## config.mk

```make
export PLATFORM = sky130hd
export DESIGN_NAME = apb_master_mux
export DESIGN_NICKNAME = d
export VERILOG_FILES = /design/src/rtl/apb_master_mux.sv
export SDC_FILE = /design/constraint.sdc
export NUM_CORES = 1
export LEC_CHECK = 0
export ABC_AREA = 0
export CAP_MARGIN = 20
export CORE_AREA = 2 2 127 129
export CTS_CLUSTER_DIAMETER = 30
export DETAILED_ROUTE_END_ITERATION = 10
export DIE_AREA = 0 0 129 131
export GPL_TIMING_DRIVEN = 0
export PLACE_DENSITY = 0.68
export SLEW_MARGIN = 5
export SYNTH_ARGS = -nofsm -noshare
export SYNTH_HDL_FRONTEND = slang
export SYNTH_SLANG_ARGS = --single-unit
```

## constraint.sdc

```tcl
create_clock -name PCLK -period 2.1 [get_ports PCLK]
set_clock_uncertainty 0.2 [all_clocks]
set_input_delay 0.525 -clock PCLK [delete_from_list [all_inputs] [get_ports PCLK]]
set_output_delay 0.525 -clock PCLK [all_outputs]
set_load 0.01 [all_outputs]
```

## src/rtl/apb_master_mux.sv

```systemverilog
// apb_master_mux: APB4 master with a valid/ready command front end and an
// address-decoded fan-out to NUM_SLAVES peripherals. Each accepted command
// runs one SETUP/ACCESS transfer on the slave picked by
// cmd_addr[SLV_LSB +: SEL_W] and returns a single-cycle response pulse.
// Indices with no slave behind them finish through a one-cycle decode-error
// state, so PSEL stays low for them.
// Optional macro APB_TIMEOUT_EN: bounds the ACCESS wait to TIMEOUT_CYCLES
// cycles. When it fires, the response reports rsp_err and rsp_timeout.
module apb_master_mux #(
  parameter int DATA_WIDTH     = 32,
  parameter int ADDR_WIDTH     = 32,
  parameter int NUM_SLAVES     = 4,
  parameter int SLV_LSB        = 12,
  parameter int TIMEOUT_CYCLES = 16
) (
  input  logic                             PCLK,
  input  logic                             PRESET,
  input  logic                             cmd_valid,
  output logic                             cmd_ready,
  input  logic                             cmd_write,
  input  logic [ADDR_WIDTH-1:0]            cmd_addr,
  input  logic [DATA_WIDTH-1:0]            cmd_wdata,
  input  logic [DATA_WIDTH/8-1:0]          cmd_strb,
  input  logic [2:0]                       cmd_prot,
  output logic                             rsp_valid,
  output logic [DATA_WIDTH-1:0]            rsp_rdata,
  output logic                             rsp_err,
  output logic                             rsp_timeout,
  output logic                             busy,
  output logic [NUM_SLAVES-1:0]            PSEL,
  output logic                             PENABLE,
  output logic [ADDR_WIDTH-1:0]            PADDR,
  output logic                             PWRITE,
  output logic [DATA_WIDTH-1:0]            PWDATA,
  output logic [DATA_WIDTH/8-1:0]          PSTRB,
  output logic [2:0]                       PPROT,
  input  logic [NUM_SLAVES*DATA_WIDTH-1:0] PRDATA,
  input  logic [NUM_SLAVES-1:0]            PREADY,
  input  logic [NUM_SLAVES-1:0]            PSLVERR
);

  localparam int STRB_W = DATA_WIDTH / 8;
  localparam int SEL_W  = (NUM_SLAVES > 1) ? $clog2(NUM_SLAVES) : 1;
  localparam logic [15:0] TIMEOUT_LIM = 16'(TIMEOUT_CYCLES);

  typedef enum logic [1:0] {
    IDLE   = 2'd0,
    SETUP  = 2'd1,
    ACCESS = 2'd2,
    DERR   = 2'd3
  } state_t;

  state_t                  state_reg, state_next;
  logic [SEL_W-1:0]        idx_reg, idx_next;
  logic [NUM_SLAVES-1:0]   psel_reg, psel_next;
  logic                    penable_reg, penable_next;
  logic                    pwrite_reg, pwrite_next;
  logic [ADDR_WIDTH-1:0]   paddr_reg, paddr_next;
  logic [DATA_WIDTH-1:0]   pwdata_reg, pwdata_next;
  logic [STRB_W-1:0]       pstrb_reg, pstrb_next;
  logic [2:0]              pprot_reg, pprot_next;
  logic                    rsp_valid_reg, rsp_valid_next;
  logic [DATA_WIDTH-1:0]   rsp_rdata_reg, rsp_rdata_next;
  logic                    rsp_err_reg, rsp_err_next;
  logic                    rsp_timeout_reg, rsp_timeout_next;

  logic [SEL_W-1:0]        cmd_idx;
  logic                    cmd_idx_ok;
  logic                    accept;
  logic [NUM_SLAVES-1:0]   cmd_sel;
  logic [NUM_SLAVES-1:0]   cur_sel;
  logic [DATA_WIDTH-1:0]   rdata_masked [NUM_SLAVES];
  logic [DATA_WIDTH-1:0]   slave_rdata;
  logic                    slave_ready;
  logic                    slave_err;

`ifdef APB_TIMEOUT_EN
  logic [15:0]             wait_reg, wait_next;
`else
  // The limit only matters when the timeout build is selected.
  logic                    unused_timeout_cfg;
  assign unused_timeout_cfg = ^TIMEOUT_LIM;
`endif

  // Slave index field of the incoming address. Indices past the last
  // slave (non-power-of-two NUM_SLAVES) take the decode-error path.
  assign cmd_idx    = cmd_addr[SLV_LSB +: SEL_W];
  assign cmd_idx_ok = (32'(cmd_idx) < 32'(NUM_SLAVES));

  // The PRESET term keeps cmd_ready low for as long as reset is held.
  assign cmd_ready = (state_reg == IDLE) && !PRESET;
  assign accept    = cmd_valid && cmd_ready;

  // One-hot decode of the incoming and latched index, plus AND-masking of
  // each slave's read data so that only the selected slice survives the OR.
  genvar gi;
  generate
    for (gi = 0; gi < NUM_SLAVES; gi++) begin : g_slave
      assign cmd_sel[gi]      = (cmd_idx == SEL_W'(gi));
      assign cur_sel[gi]      = (idx_reg == SEL_W'(gi));
      assign rdata_masked[gi] = PRDATA[gi*DATA_WIDTH +: DATA_WIDTH] & {DATA_WIDTH{cur_sel[gi]}};
    end
  endgenerate

  // OR-reduce the masked read-data slices into the muxed return value.
  always_comb begin
    slave_rdata = '0;
    for (int k = 0; k < NUM_SLAVES; k++) begin
      slave_rdata = slave_rdata | rdata_masked[k];
    end
  end

  assign slave_ready = |(PREADY & cur_sel);
  assign slave_err   = |(PSLVERR & cur_sel);

  // Next-state and next-output logic. APB payload outputs hold by default,
  // and the response fields default to an idle (all-zero) cycle.
  always_comb begin
    state_next       = state_reg;
    idx_next         = idx_reg;
    psel_next        = psel_reg;
    penable_next     = penable_reg;
    pwrite_next      = pwrite_reg;
    paddr_next       = paddr_reg;
    pwdata_next      = pwdata_reg;
    pstrb_next       = pstrb_reg;
    pprot_next       = pprot_reg;
    rsp_valid_next   = 1'b0;
    rsp_rdata_next   = '0;
    rsp_err_next     = 1'b0;
    rsp_timeout_next = 1'b0;
`ifdef APB_TIMEOUT_EN
    wait_next        = wait_reg;
`endif

    case (state_reg)
      IDLE: begin
        if (accept) begin
          idx_next = cmd_idx;
          if (cmd_idx_ok) begin
            state_next   = SETUP;
            psel_next    = cmd_sel;
            penable_next = 1'b0;
            paddr_next   = cmd_addr;
            pwrite_next  = cmd_write;
            pwdata_next  = cmd_wdata;
            pstrb_next   = cmd_write ? cmd_strb : '0;
            pprot_next   = cmd_prot;
          end else begin
            // No slave to address: the payload outputs keep their old values.
            state_next = DERR;
          end
        end
      end

      SETUP: begin
        state_next   = ACCESS;
        penable_next = 1'b1;
`ifdef APB_TIMEOUT_EN
        wait_next    = '0;
`endif
      end

      ACCESS: begin
        if (slave_ready) begin
          state_next     = IDLE;
          psel_next      = '0;
          penable_next   = 1'b0;
          rsp_valid_next = 1'b1;
          rsp_err_next   = slave_err;
          rsp_rdata_next = (!pwrite_reg && !slave_err) ? slave_rdata : '0;
        end
`ifdef APB_TIMEOUT_EN
        // A ready slave on the same edge wins over the limit.
        else if ((wait_reg + 16'd1) == TIMEOUT_LIM) begin
          state_next       = IDLE;
          psel_next        = '0;
          penable_next     = 1'b0;
          rsp_valid_next   = 1'b1;
          rsp_err_next     = 1'b1;
          rsp_timeout_next = 1'b1;
        end else begin
          wait_next = wait_reg + 16'd1;
        end
`endif
      end

      DERR: begin
        state_next     = IDLE;
        rsp_valid_next = 1'b1;
        rsp_err_next   = 1'b1;
      end

      default: begin
        state_next = IDLE;
      end
    endcase
  end

  // State and registered outputs. Reset drops any transfer in progress
  // without a response.
  always_ff @(posedge PCLK) begin
    if (PRESET) begin
      state_reg       <= IDLE;
      idx_reg         <= '0;
      psel_reg        <= '0;
      penable_reg     <= 1'b0;
      pwrite_reg      <= 1'b0;
      paddr_reg       <= '0;
      pwdata_reg      <= '0;
      pstrb_reg       <= '0;
      pprot_reg       <= '0;
      rsp_valid_reg   <= 1'b0;
      rsp_rdata_reg   <= '0;
      rsp_err_reg     <= 1'b0;
      rsp_timeout_reg <= 1'b0;
    end else begin
      state_reg       <= state_next;
      idx_reg         <= idx_next;
      psel_reg        <= psel_next;
      penable_reg     <= penable_next;
      pwrite_reg      <= pwrite_next;
      paddr_reg       <= paddr_next;
      pwdata_reg      <= pwdata_next;
      pstrb_reg       <= pstrb_next;
      pprot_reg       <= pprot_next;
      rsp_valid_reg   <= rsp_valid_next;
      rsp_rdata_reg   <= rsp_rdata_next;
      rsp_err_reg     <= rsp_err_next;
      rsp_timeout_reg <= rsp_timeout_next;
    end
  end

`ifdef APB_TIMEOUT_EN
  // Wait-state counter for the ACCESS phase.
  always_ff @(posedge PCLK) begin
    if (PRESET) begin
      wait_reg <= '0;
    end else begin
      wait_reg <= wait_next;
    end
  end
`endif

  assign busy        = (state_reg != IDLE);
  assign PSEL        = psel_reg;
  assign PENABLE     = penable_reg;
  assign PADDR       = paddr_reg;
  assign PWRITE      = pwrite_reg;
  assign PWDATA      = pwdata_reg;
  assign PSTRB       = pstrb_reg;
  assign PPROT       = pprot_reg;
  assign rsp_valid   = rsp_valid_reg;
  assign rsp_rdata   = rsp_rdata_reg;
  assign rsp_err     = rsp_err_reg;
  assign rsp_timeout = rsp_timeout_reg;

endmodule
```

Run 1, register map, names as in the netlist:
The bar under the picture is 50 um long.
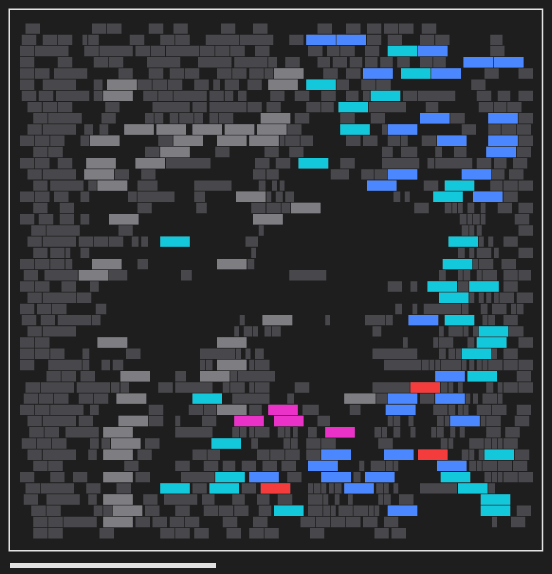
magenta -> `PSTRB`  # flops 4, where south
blue -> `PWDATA`  # flops 32
red -> `PPROT`  # flops 3
cyan -> `PADDR`  # flops 31
not coloured = 43

Run 1, drive-strength map:
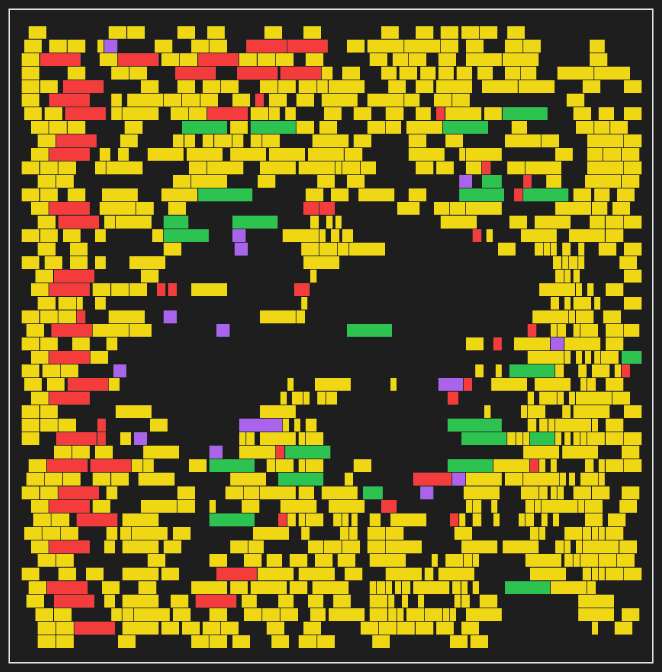
green -> x6 and larger  # cells 24, most used clkbuf_16
red -> x2  # cells 59, most used mux4_2
yellow -> x1 and smaller  # cells 648, most used clkdlybuf4s50_1
purple -> x3 and x4  # cells 14, most used buf_4

==> results.yml, run 1 <==
# physical design summary
run_status:
  status: "complete, no violations"
worst_setup_path:
  crit_path_cell_trace: "clkdlybuf4s50_1"
  worst_ep_required_time_ns: 1.37
  arrival_ns: 1.32
power_and_ir_drop:
  p_leak_nw: 3.17
sta:
  hold_viol: 0
  min_period_ns: 2.04
  maxSlewHeadroom: 0.620
final_layout:
  lay_top_count: "clkdlybuf4s50_1"
  drive_gt1_frac: 0.130
  final_cell_mix: "clkdlybuf4s50_1 (318), dfxtp_1 (112), nand2_1 (75)"
global_routing:
  antenna_found_initial: 0
  grt_first_pass_wirelength_um: 22400
  overflow: 0
synth:
  synth_cells: 391
  avgSynthCellArea_sq_um: 11.2
  yosys_cells: 391
detailed_routing:
  drt-wirelength-per-cell_um: 16.2
  routed_via_density: 4.45
  drc_errors: 0
  drt-met1-wl_um: 5460
clocking:
  cts_inserted_buffers: 17
  insertion_delay_ns: 0.40
  root_buffer: "clkbuf_16"
job:
  tool_warnings: 26
floorplan:
  die_h_um: 131
  ios: 325
place:
  post-place-ws_ns: -0.369
min_path:
  min-delay-start: "PRESET"
Run 1, clock distribution:
The bar under the picture is 50 um long.
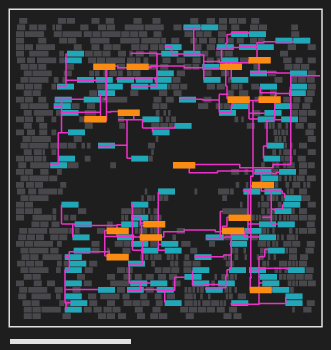
cyan -> flip-flops  # count 113
magenta -> clock wires  # length 1490 um
orange -> clock-net drivers  # count 17
routed clock nets = 18
flops lie = spread over the die

-- run 1: stage by stage --
stage	power, mW	hold WS [ns]
6_report	6.15	0.144
5_1_grt	6.40	0.127
4_1_cts	6.23	0.125
3_5_place_dp	3.45	0.244
3_3_place_gp	3.43	0.240
2_1_floorplan	2.74	0.269
-- run 1: cell type report --
type                       count  share of cell area
timing repair buffer         322               0.381
sequential                   113               0.267
multi-input combinational    242               0.228
clock buffer                  21              0.0544
tap                          216              0.0319
buffer                        32              0.0225
clock inverter                11              0.0133
inverter                       4             0.00192
-- run 1: repair_timing --
item	CTS	global route
pin swaps	0	1
cloned	0	0
hold buffers	0	0
setup endpoints to repair	14	49
resized	5	16
-- run 1: report_power, final --
group	internal [mW]	total (mW)	switching, mW
registers	2.26	2.32	0.0621
clock network	1.79	2.75	0.957
logic	0.725	1.08	0.355
total	4.77	6.15	1.37
-- run 1: synthesized netlist by cell type --
master    number
a21oi_1        7
a22o_1        33
a31o_2         4
a32o_1         2
and3_1         2
buf_2         12
buf_4          4
buf_6          3
clkbuf_1      13
clkinv_1       1
clkinv_2       1
conb_1         1
dfxtp_1      113
inv_1          2
mux4_2        34
nand2_1       75
nand2b_1       3
nand3_1        3
nand4b_4       1
nor2_1         8
nor2b_1       32
nor3_1         3
o21ai_0       33
or4b_4         1
-- run 1: final timing paths --
path	cells past startpoint	slack [ns]	endpoint
max	1	0.06	PSEL[0]
min	2	0.14	PSTRB[1]
max reg2reg	5	0.18	rsp_rdata[22]
min reg2reg	2	0.25	PSTRB[0]
-- run 1: cell families after synthesis --
family | after synthesis | share of synthesized area
mux | 34 | 0.175
other cells | 1 | 0.000857
flops | 113 | 0.517
compound gates | 79 | 0.124
simple gates | 128 | 0.140
buf+inv | 36 | 0.0432
Run 1, placed standard cells:
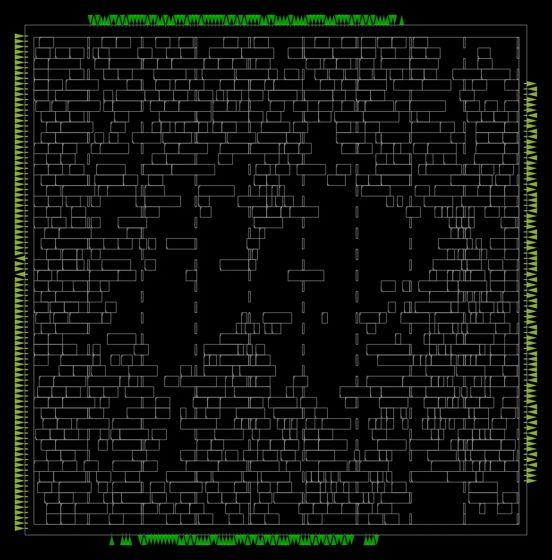

--- run 2 (diff from run 1) ---
--- a/config.mk
+++ b/config.mk
@@ -7,12 +7,12 @@
 export LEC_CHECK = 0
 export ABC_AREA = 0
 export CAP_MARGIN = 20
-export CORE_AREA = 2 2 127 129
+export CORE_AREA = 2 2 126 128
 export CTS_CLUSTER_DIAMETER = 30
 export DETAILED_ROUTE_END_ITERATION = 10
-export DIE_AREA = 0 0 129 131
+export DIE_AREA = 0 0 128 130
 export GPL_TIMING_DRIVEN = 0
-export PLACE_DENSITY = 0.68
+export PLACE_DENSITY = 0.69
 export SLEW_MARGIN = 5
 export SYNTH_ARGS = -nofsm -noshare
 export SYNTH_HDL_FRONTEND = slang
==> constraint.sdc (replaced) <==
create_clock -name PCLK -period 2.35 [get_ports PCLK]
set_clock_uncertainty 0.2 [all_clocks]
set_input_delay 0.5875 -clock PCLK [delete_from_list [all_inputs] [get_ports PCLK]]
set_output_delay 0.5875 -clock PCLK [all_outputs]
set_load 0.01 [all_outputs]
Run 2, placed standard cells:
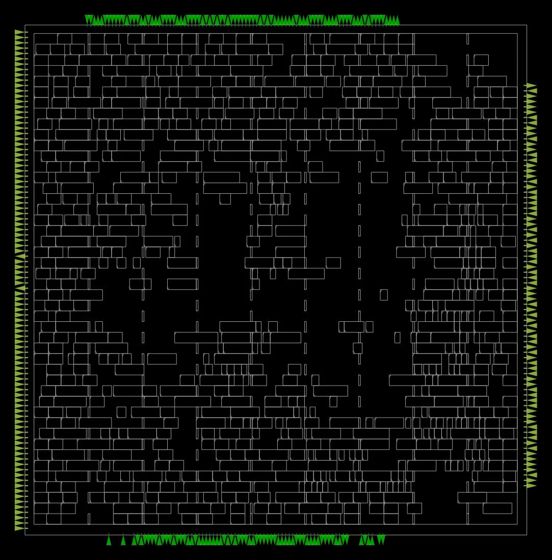
final core occ: 0.546
Flops: 113
core region area: 15400 sq um
# Taps: 192

Run 2, clock distribution:
The bar under the picture is 50 um long.
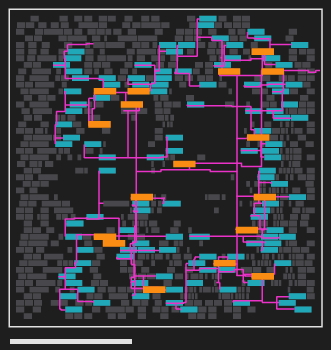
orange -> clock-net drivers  # count 17
cyan -> flip-flops  # count 113
magenta -> clock wires  # length 1500 um
routed clock nets = 18
P_clk: 2.47 mW
Clock Power Share: 0.448
latest clock arrival within the worst-skew pair: 0.40 ns

==> run 2 against run 1 <==
  * Largest cell class unchanged
  * Combinational power shrank about 10%
  * Sequential power shrank 11%
  * Count of clock-buffer cells in the layout grew 3
  * Critical path depth grew 2
  * Hold slack gained 0.071 ns
  * Largest power group unchanged
==> results.yml, run 2 <==
# physical design summary
run_status:
  status: "complete, no violations"
synth:
  common_cells: "dfxtp_1 (113), nand2_1 (75), mux4_2 (34)"
  yosys_cells: 391
  synth_top_cell_by_count: "dfxtp_1"
  synth.largest_area_cell: "dfxtp_1"
  synth_cells: 391
  synth-edff-count: 0
  avgSynthCellArea_sq_um: 11.2
  synthFlopType: "dfxtp_1"
  yosysChipArea_sq_um: 4380
  synth-async-reset-ratio: 0
  yosysWarnings: 0
detailed_routing:
  drt-wirelength-per-cell_um: 16.5
  routed_via_density: 4.62
  drc_errors: 0
sta:
  layout_setup_ws_ns: 0.110
  hold_slack_ns: 0.215
  maxSlewHeadroom: 0.603
  hold_viol: 0
  min_period_ns: 2.24
job:
  tool_warnings: 26
global_routing:
  overflow: 0
  antenna_found_initial: 0
  grt_first_pass_wirelength_um: 22800
worst_setup_path:
  startpoint_type: "flop"
  crit_path_cell_trace: "nor2_2 -> inv_1 -> clkdlybuf4s50_1"
  worst_ep_required_time_ns: 1.56
  critPathMaxFanout: 6
  arrival_ns: 1.45
final_layout:
  fin_nets: 943
  drive_gt1_frac: 0.121
  lay_top_count: "clkdlybuf4s50_1"
  stdcell_count: 935
  final_cell_mix: "clkdlybuf4s50_1 (321), dfxtp_1 (111), nand2_1 (75)"
power_and_ir_drop:
  power_density_nw_per_um2: 654
  total_power_mw: 5.51
  p_leak_nw: 3.13
place:
  dpl.cell_count: 905
  post-place-ws_ns: -0.175
clocking:
  root_buffer: "clkbuf_16"
  clock_path_buffers: 2
  cts_inserted_buffers: 17
min_path:
  hold_class: "input port to flop"
floorplan:
  die_h_um: 130
  ios: 325
Run 2, drive-strength map:
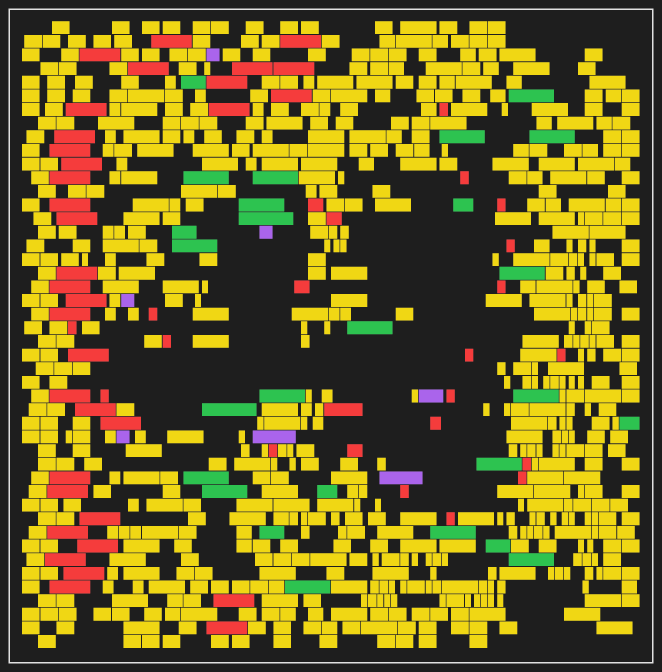
purple -> x3 and x4  # cells 7, most used buf_4
red -> x2  # cells 57, most used mux4_2
green -> x6 and larger  # cells 26, most used clkbuf_16
yellow -> x1 and smaller  # cells 653, most used clkdlybuf4s50_1

## run 2: what timing repair did
action,in CTS,in global routing
resized,3,2
hold buffers,0,0
endpoints found under the setup margin,2,1
## run 2: logic make-up (layout without fill, tap and decap cells)
logic type,Yosys count,after routing,share of synthesized area
simple gates,128,128,0.140
compound gates,79,79,0.124
mux,34,34,0.175
other cells,1,1,0.000857
flops,113,113,0.517
buf+inv,36,388,0.0432
## run 2: final cells by class
| class | instances | area (sq um) | area share |
|---|---|---|---|
| clock buffers | 24 | 492 | 0.0584 |
| inverters | 4 | 16.3 | 0.00193 |
| clock inverters | 6 | 80.1 | 0.00951 |
| repair buffers | 322 | 3220 | 0.383 |
| plain buffers | 32 | 173 | 0.0205 |
| well taps | 192 | 240 | 0.0285 |
| multi-input cells | 242 | 1930 | 0.229 |
| flip-flops and latches | 113 | 2270 | 0.269 |
## run 2: power breakdown
part	total [mW]	switching (mW)	leakage, nW	internal [mW]
clock	2.47	0.818	0.286	1.65
sequential	2.07	0.0545	0.925	2.02
combinational	0.966	0.319	1.92	0.647
total	5.51	1.19	3.13	4.32
## run 2: final timing paths
kind                            cells past startpoint  slack, ns            end          from
worst max-delay path                                3       0.11           busy  state_reg[0]
worst min register to register                      2       0.25       PSTRB[0]      PSTRB[0]
worst max register to register                      4       0.20  rsp_rdata[26]     PADDR[13]
worst min-delay path                                2       0.21   state_reg[1]        PRESET
## run 2: critical path: cells and delay by family (launching register included)
kind,cells,cell delay [ns]
simple gates,1,0.05
flops,1,0.38
buf+inv,2,0.62
## run 2: layer usage
layer	track usage	routed length, um
met1	0.191	5740
met2	0.331	8150
met3	0.0508	1110
met4	0.0860	443
met5	0	0
Run 2, register map, names as in the netlist:
The bar under the picture is 50 um long.
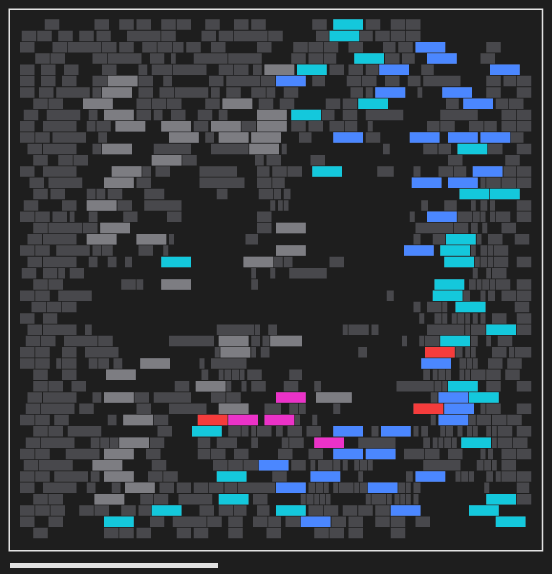

--- run 3 (diff from run 2) ---
--- a/config.mk
+++ b/config.mk
@@ -12,7 +12,9 @@
 export DETAILED_ROUTE_END_ITERATION = 10
 export DIE_AREA = 0 0 128 130
 export GPL_TIMING_DRIVEN = 0
+export HOLD_SLACK_MARGIN = 0.1
 export PLACE_DENSITY = 0.69
+export SKIP_CTS_REPAIR_TIMING = 1
 export SLEW_MARGIN = 5
 export SYNTH_ARGS = -nofsm -noshare
 export SYNTH_HDL_FRONTEND = slang
Run 3, register map, names as in the netlist:
The bar under the picture is 50 um long.
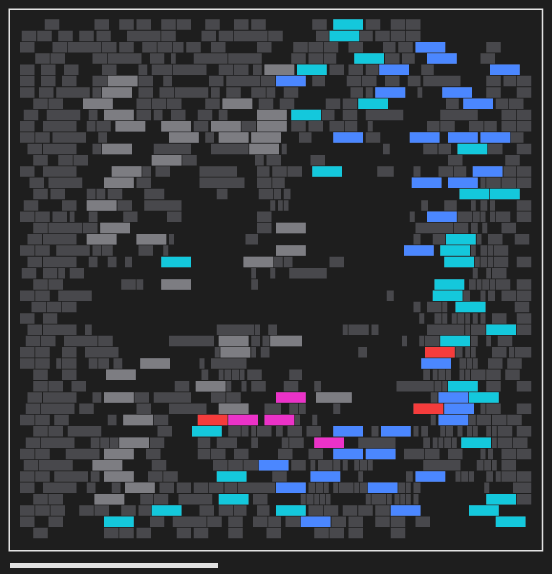
blue -> `PWDATA`  # flops 32
cyan -> `PADDR`  # flops 31
magenta -> `PSTRB`  # flops 4, where south
red -> `PPROT`  # flops 3

Run 3, drive-strength map:
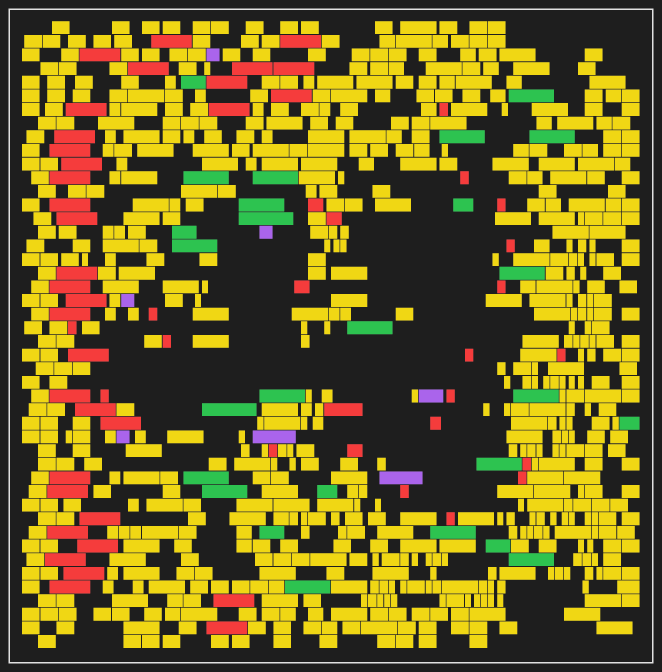
red -> x2  # cells 57, most used mux4_2
yellow -> x1 and smaller  # cells 653, most used clkdlybuf4s50_1
green -> x6 and larger  # cells 26, most used clkbuf_16
purple -> x3 and x4  # cells 7, most used buf_4
Area Overhead vs Synth: 92.5%
final instance area: 8420 sq um
Repair and plain buffers: 354
post-route setup slack: 0.110 ns

==> run 3 against run 2 <==
  * Sequential share of layout area about the same
  * First-iteration DRC count unchanged
  * Non-clock buffer count unchanged
  * Maximum frequency about the same
  * Largest power group unchanged
  * Sequential power about the same
==> results.yml, run 3 <==
# physical design summary
synth:
  synth_top_cell_by_count: "dfxtp_1"
  yosysWarnings: 0
  avgSynthCellArea_sq_um: 11.2
  synthFlopType: "dfxtp_1"
  yosys_cells: 391
  synth.largest_area_cell: "dfxtp_1"
  synth-async-reset-ratio: 0
worst_setup_path:
  crit_family: "buffers and inverters"
  cp_num_buf_inv: 2
  r2r_cells: 4
  critPathMaxFanout: 6
sta:
  min_period_ns: 2.24
  maxSlewHeadroom: 0.603
  hold_viol: 0
clocking:
  root_buffer: "clkbuf_16"
  cts_inserted_buffers: 17
  insertion_delay_ns: 0.40
min_path:
  hold_class: "input port to flop"
  min_path_cells: 2
global_routing:
  grt_first_pass_wirelength_um: 22700
  antenna_found_initial: 0
  met2_usage: 0.330
  overflow: 0
  met1_usage: 0.191
final_layout:
  fin_util: 0.546
  flop_area_sq_um: 2270
  drive_gt1_frac: 0.121
  lay_top_count: "clkdlybuf4s50_1"
  comb_area_sq_um: 1930
floorplan:
  core_sq_um: 15400
  die_h_um: 130
  ios: 325
power_and_ir_drop:
  power_density_nw_per_um2: 654
place:
  post-place-ws_ns: -0.175
  dpl.cell_count: 905
run_status:
  status: "complete, no violations"
job:
  tool_warnings: 26
Run 3, clock distribution:
The bar under the picture is 50 um long.
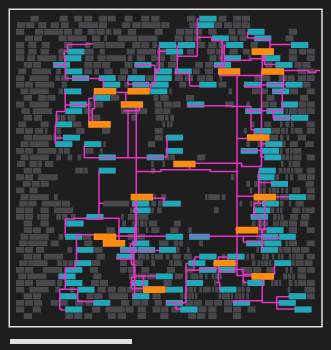
cyan -> flip-flops  # count 113
magenta -> clock wires  # length 1500 um
orange -> clock-net drivers  # count 17
flops lie = spread over the die
routed clock nets = 18

==> run 3: area by class of cell <==
cell class	instances	share of cell area
well taps	192	0.0285
clock buffers	24	0.0584
plain buffers	32	0.0205
repair buffers	322	0.383
inverters	4	0.00193
flip-flops and latches	113	0.269
multi-input cells	242	0.229
clock inverters	6	0.00951
==> run 3: power breakdown <==
group / switching, mW / internal, mW / total (mW)
registers: 0.0545 / 2.02 / 2.07
logic: 0.319 / 0.647 / 0.967
clock network: 0.818 / 1.65 / 2.47
==> run 3: kinds of logic (layout without fill, tap and decap cells) <==
kind of cell | count (synthesis) | in the layout | share of synthesized area
AND-OR/OR-AND | 79 | 79 | 0.124
buffers and inverters | 36 | 388 | 0.0432
flip-flops | 113 | 113 | 0.517
multiplexers | 34 | 34 | 0.175
other | 1 | 1 | 0.000857
AND/OR/NAND/NOR | 128 | 128 | 0.140
==> run 3: through the flow <==
| step | hold WS (ns) | power, mW |
|---|---|---|
| after floorplan | 0.269 | 2.45 |
| after global placement | 0.240 | 3.06 |
| after detailed placement | 0.243 | 3.08 |
| after CTS | 0.193 | 5.58 |
| after global routing | 0.205 | 5.74 |
| final | 0.215 | 5.51 |
==> run 3: worst paths after layout <==
check / start / endpoint / slack, ns
setup / recovery: state_reg[0] / busy / 0.11
hold / removal: PRESET / state_reg[1] / 0.21
setup reg to reg: PADDR[13] / rsp_rdata[26] / 0.20
hold reg to reg: PSTRB[0] / PSTRB[0] / 0.25
==> run 3: layer usage <==
layer  vias to the layer above  wire, um
met1                      2003      5740
met5                         -         0
met2                       217      8150
met4                         0       443
li1                       2071         -
met3                        30      1120
Power is estimated from default activity; no workload was simulated.
